## src/rtl/fifo_burst_reader.sv

```systemverilog
// Read stage for a show-ahead fifo: drains buffered words as sop/eop framed bursts
// on a valid/ready stream, either full BURST_LEN bursts or short bursts on timeout/flush.
//
// state | meaning
// IDLE  | fifo empty, nothing to do
// ARM   | data buffered, waiting for a full burst, a flush or the timeout
// SEND  | popping len words into the output register and streaming them
module fifo_burst_reader #(
  parameter int DWIDTH    = 32,
  parameter int AWIDTH    = 4,
  parameter int BURST_LEN = 8,
  parameter int TIMEOUT   = 16
) (
  input  logic              clk_i,
  input  logic              arst_n_i,
  input  logic [DWIDTH-1:0] fifo_q_i,
  input  logic              fifo_empty_i,
  input  logic [AWIDTH:0]   fifo_usedw_i,
  output logic              fifo_rdreq_o,
  input  logic              flush_i,
  output logic [DWIDTH-1:0] data_o,
  output logic              valid_o,
  input  logic              ready_i,
  output logic              sop_o,
  output logic              eop_o
);

  localparam int LW = $clog2(BURST_LEN + 1);
  localparam int TW = $clog2(TIMEOUT + 1);

  localparam logic [1:0] ST_IDLE = 2'd0;
  localparam logic [1:0] ST_ARM  = 2'd1;
  localparam logic [1:0] ST_SEND = 2'd2;

  localparam logic [LW-1:0]   BURST_LEN_L  = LW'(BURST_LEN);
  localparam logic [AWIDTH:0] BURST_LEN_U  = (AWIDTH + 1)'(BURST_LEN);
  localparam logic [TW-1:0]   TIMEOUT_LAST = TW'(TIMEOUT - 1);

  logic [1:0]        state_q, state_d;
  logic [TW-1:0]     timer_q, timer_d;
  logic [LW-1:0]     len_q, len_d;
  logic [LW-1:0]     popped_q, popped_d;
  logic [DWIDTH-1:0] data_q, data_d;
  logic              valid_q, valid_d;
  logic              sop_q, sop_d;
  logic              eop_q, eop_d;

  logic              slot_free;
  logic              pop;
  logic              eop_xfer;
  logic [LW-1:0]     usedw_clamp;

  assign slot_free   = !valid_q || ready_i;
  assign pop         = (state_q == ST_SEND) && (popped_q < len_q) && !fifo_empty_i && slot_free;
  assign eop_xfer    = valid_q && ready_i && eop_q;
  assign usedw_clamp = (fifo_usedw_i >= BURST_LEN_U) ? BURST_LEN_L : LW'(fifo_usedw_i);

  always_comb begin
    state_d  = state_q;
    timer_d  = timer_q;
    len_d    = len_q;
    popped_d = popped_q;
    case (state_q)
      ST_IDLE: begin
        if (!fifo_empty_i) begin
          state_d = ST_ARM;
          timer_d = '0;
        end
      end
      ST_ARM: begin
        timer_d = timer_q + 1'b1;
        // A full burst wins over flush and timeout in the same cycle.
        if (fifo_usedw_i >= BURST_LEN_U) begin
          len_d    = BURST_LEN_L;
          popped_d = '0;
          state_d  = ST_SEND;
        end else if (flush_i || (timer_q == TIMEOUT_LAST)) begin
          len_d    = usedw_clamp;
          popped_d = '0;
          state_d  = (usedw_clamp == '0) ? ST_IDLE : ST_SEND;
        end
      end
      ST_SEND: begin
        if (pop) begin
          popped_d = popped_q + 1'b1;
        end
        if (eop_xfer) begin
          state_d = fifo_empty_i ? ST_IDLE : ST_ARM;
          timer_d = '0;
        end
      end
      default: begin
        state_d = ST_IDLE;
      end
    endcase
  end

  always_comb begin
    data_d  = data_q;
    valid_d = valid_q;
    sop_d   = sop_q;
    eop_d   = eop_q;
    if (pop) begin
      data_d  = fifo_q_i;
      valid_d = 1'b1;
      sop_d   = (popped_q == '0);
      eop_d   = (popped_q == (len_q - 1'b1));
    end else if (slot_free) begin
      valid_d = 1'b0;
      sop_d   = 1'b0;
      eop_d   = 1'b0;
    end
  end

  always_ff @(posedge clk_i or negedge arst_n_i) begin
    if (!arst_n_i) begin
      state_q  <= ST_IDLE;
      timer_q  <= '0;
      len_q    <= '0;
      popped_q <= '0;
      data_q   <= '0;
      valid_q  <= 1'b0;
      sop_q    <= 1'b0;
      eop_q    <= 1'b0;
    end else begin
      state_q  <= state_d;
      timer_q  <= timer_d;
      len_q    <= len_d;
      popped_q <= popped_d;
      data_q   <= data_d;
      valid_q  <= valid_d;
      sop_q    <= sop_d;
      eop_q    <= eop_d;
    end
  end

  assign fifo_rdreq_o = pop;
  assign data_o       = data_q;
  assign valid_o      = valid_q;
  assign sop_o        = sop_q;
  assign eop_o        = eop_q;

endmodule

```

## config.mk

```make
export PLATFORM = sky130hd
export DESIGN_NAME = fifo_burst_reader
export DESIGN_NICKNAME = d
export VERILOG_FILES = /design/src/rtl/fifo_burst_reader.sv
export SDC_FILE = /design/constraint.sdc
export NUM_CORES = 1
export LEC_CHECK = 0
export ABC_AREA = 1
export CORE_MARGIN = 2
export CORE_UTILIZATION = 51
export CTS_BUF_LIST = sky130_fd_sc_hd__clkbuf_4
export DETAILED_ROUTE_END_ITERATION = 16
export PLACE_DENSITY_LB_ADDON = 0.12
export SLEW_MARGIN = 15
export SYNTH_ARGS = -nofsm -noshare
export SYNTH_HDL_FRONTEND = slang
export SYNTH_SLANG_ARGS = --single-unit
```

## constraint.sdc

```tcl
create_clock -name clk_i -period 3.7 [get_ports clk_i]
set_clock_uncertainty 0.1 [all_clocks]
set_input_delay 0.37 -clock clk_i [delete_from_list [all_inputs] [get_ports clk_i]]
set_output_delay 0.37 -clock clk_i [all_outputs]
set_load 0.01 [all_outputs]
```

==> ci_impl_report.md <==
## PnR job results

| Metric | Value |
|---|---|
| Share of post-route cells with drive strength above 1 | `0.0548` |
| Crit Reg-Reg Endpoint | `popped_q[1]` |
| Status | `finished clean` |
| Final Net Count | `416` |
| Top Usage Layer GRT | `met2` |
| Area fraction in mux cells | `0` |
| Total GRT Usage | `0.218` |
| Synth Net Count | `337` |
| Worst R2R Start | `len_q[3]` |
| Ys cells | `286` |
| Fraction of the mapped netlist area in adder cells | `0.0480` |
| Initial antenna violation count | `0` |
| Hold path start | `data_o[10]` |
| Post-Place Cell Area | `3120 µm²` |
| Slew of the pin with the lowest slew margin | `620 ps` |
| Area growth syn-to-layout | `36.0%` |
| Top post-synthesis cells by count | `nand2_1, dfrtp_1, inv_1` |
| Worst Path Class, Setup | `flip-flop to output port` |
| Core area | `4380 µm²` |
| Rel. slew slack | `0.586` |
| Period utilization | `0.769` |
| Top-count cell post-synth | `nand2_1` |
| Power per cell area | `714 nW/µm²` |
-- stage by stage --
stage	hold WS, ps	total power (µW)	instances
2_1_floorplan	-25.6	1530	286
3_3_place_gp	360	2010	409
3_5_place_dp	364	2040	409
4_1_cts	131	2300	416
5_1_grt	407	2480	417
6_report	393	2270	417
-- metal layers --
layer	wire length (µm)	part of all wire
met5	0	0
met4	54	0.011
met3	316	0.062
met2	2470	0.48
met1	2290	0.45
-- power breakdown --
group / leakage, µW / switching, µW / internal, µW
clock network: 0.0000278 / 172 / 78.7
logic: 0.000967 / 581 / 543
registers: 0.000642 / 134 / 766
-- layout by cell type, fill, tap and decap left out --
| cell | instances |
|---|---|
| a21oi_1 | 3 |
| buf_4 | 2 |
| clkbuf_4 | 6 |
| clkdlybuf4s50_1 | 76 |
| clkinvlp_4 | 1 |
| dfrtp_1 | 50 |
| dlygate4sd3_1 | 1 |
| ha_1 | 9 |
| inv_1 | 26 |
| inv_4 | 1 |
| nand2_1 | 143 |
| nand2_2 | 3 |
| nand3_1 | 16 |
| nand3_4 | 1 |
| nor2_1 | 8 |
| nor2_2 | 1 |
| nor2_4 | 1 |
| o21ai_0 | 6 |
| o21ai_1 | 4 |
| o22ai_1 | 1 |
| or2_2 | 3 |
| or2_4 | 1 |
| xor2_1 | 2 |
-- worst max path at each step --
stage	slack [ps]	to	startpoint
3_5_place_dp	1190	fifo_rdreq_o	fifo_empty_i
3_3_place_gp	1180	fifo_rdreq_o	fifo_empty_i
6_report	860	fifo_rdreq_o	len_q[3]
5_1_grt	690	fifo_rdreq_o	len_q[3]
2_1_floorplan	1970	fifo_rdreq_o	len_q[3]
4_1_cts	830	fifo_rdreq_o	len_q[3]
-- state kept, by name, summed over array words and instances, names as in the netlist --
name and count:
eop_o 1, valid_o 1, data_o 32, timer_q 5, sop_o 1, len_q 4
popped_q 4, state_q 2
-- logic make-up after synthesis --
kind of cell             count (synthesis)
adder cells (fa/ha/maj)                  9
XOR/XNOR                                 2
AND/OR/NAND/NOR                        177
flip-flops                              50
AND-OR/OR-AND                           14
buffers and inverters                   34
-- worst max-delay path: stages (launching register included) --
cell and delay [ps]:
dfrtp_1 430, inv_1 90, ha_1 310, nand2_1 60
nand2_1 80, nor2_4 100, nand3_4 80, inv_4 250
clkdlybuf4s50_1 600
-- area by class of cell --
cell class / count / share of cell area
multi-input cells: 202 / 0.292
inverters: 27 / 0.0326
clock buffers: 6 / 0.0141
flip-flops and latches: 50 / 0.392
well taps: 52 / 0.0204
repair buffers: 79 / 0.246
clock inverters: 1 / 0.00235
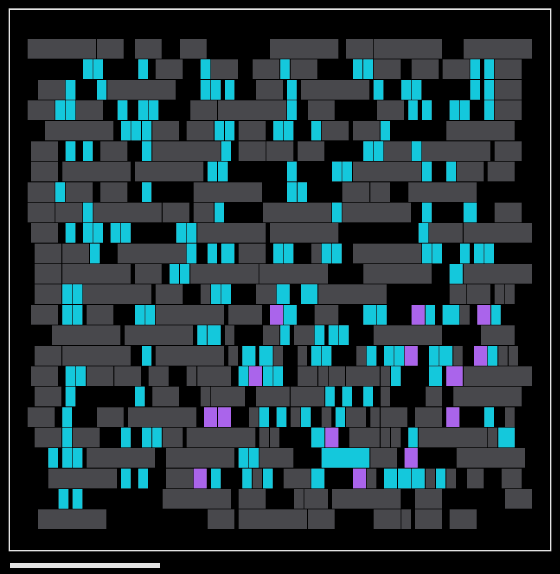
*Gate families picked out*
Scale bar: 20 µm.
[NAND gates] cyan | cells: 163 | most used: nand2_1 | where: all over the die
[inverting AOI/OAI gates] purple | cells: 14 | most used: o21ai_0

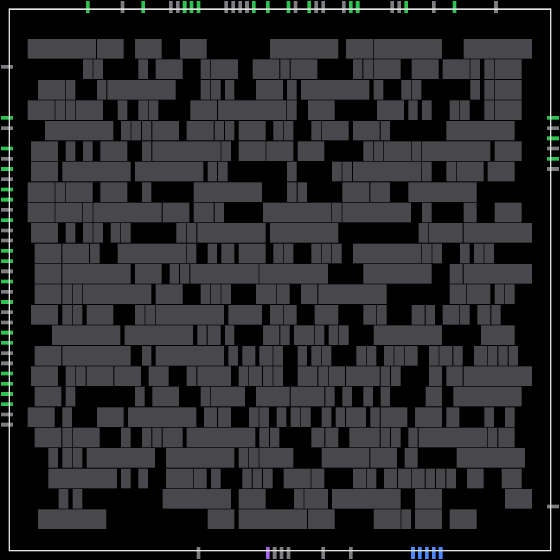
*Pin placement*
Pins as bars across the die edge, other pins in grey.
[`fifo_q_i`] green | pins: 32 | direction: input | edge: 16 left, 13 top, 3 right
[`sop_o`] purple | pins: 1 | direction: output | edge: bottom
[`fifo_usedw_i`] blue | pins: 5 | direction: input | edge: bottom
all pins by edge: 31 left, 28 top, 12 bottom, 7 right
IO buf count: 77
die height: 71.8 µm
die width: 71.8 µm

No activity file was given, so power comes from the tool's default toggle rates.
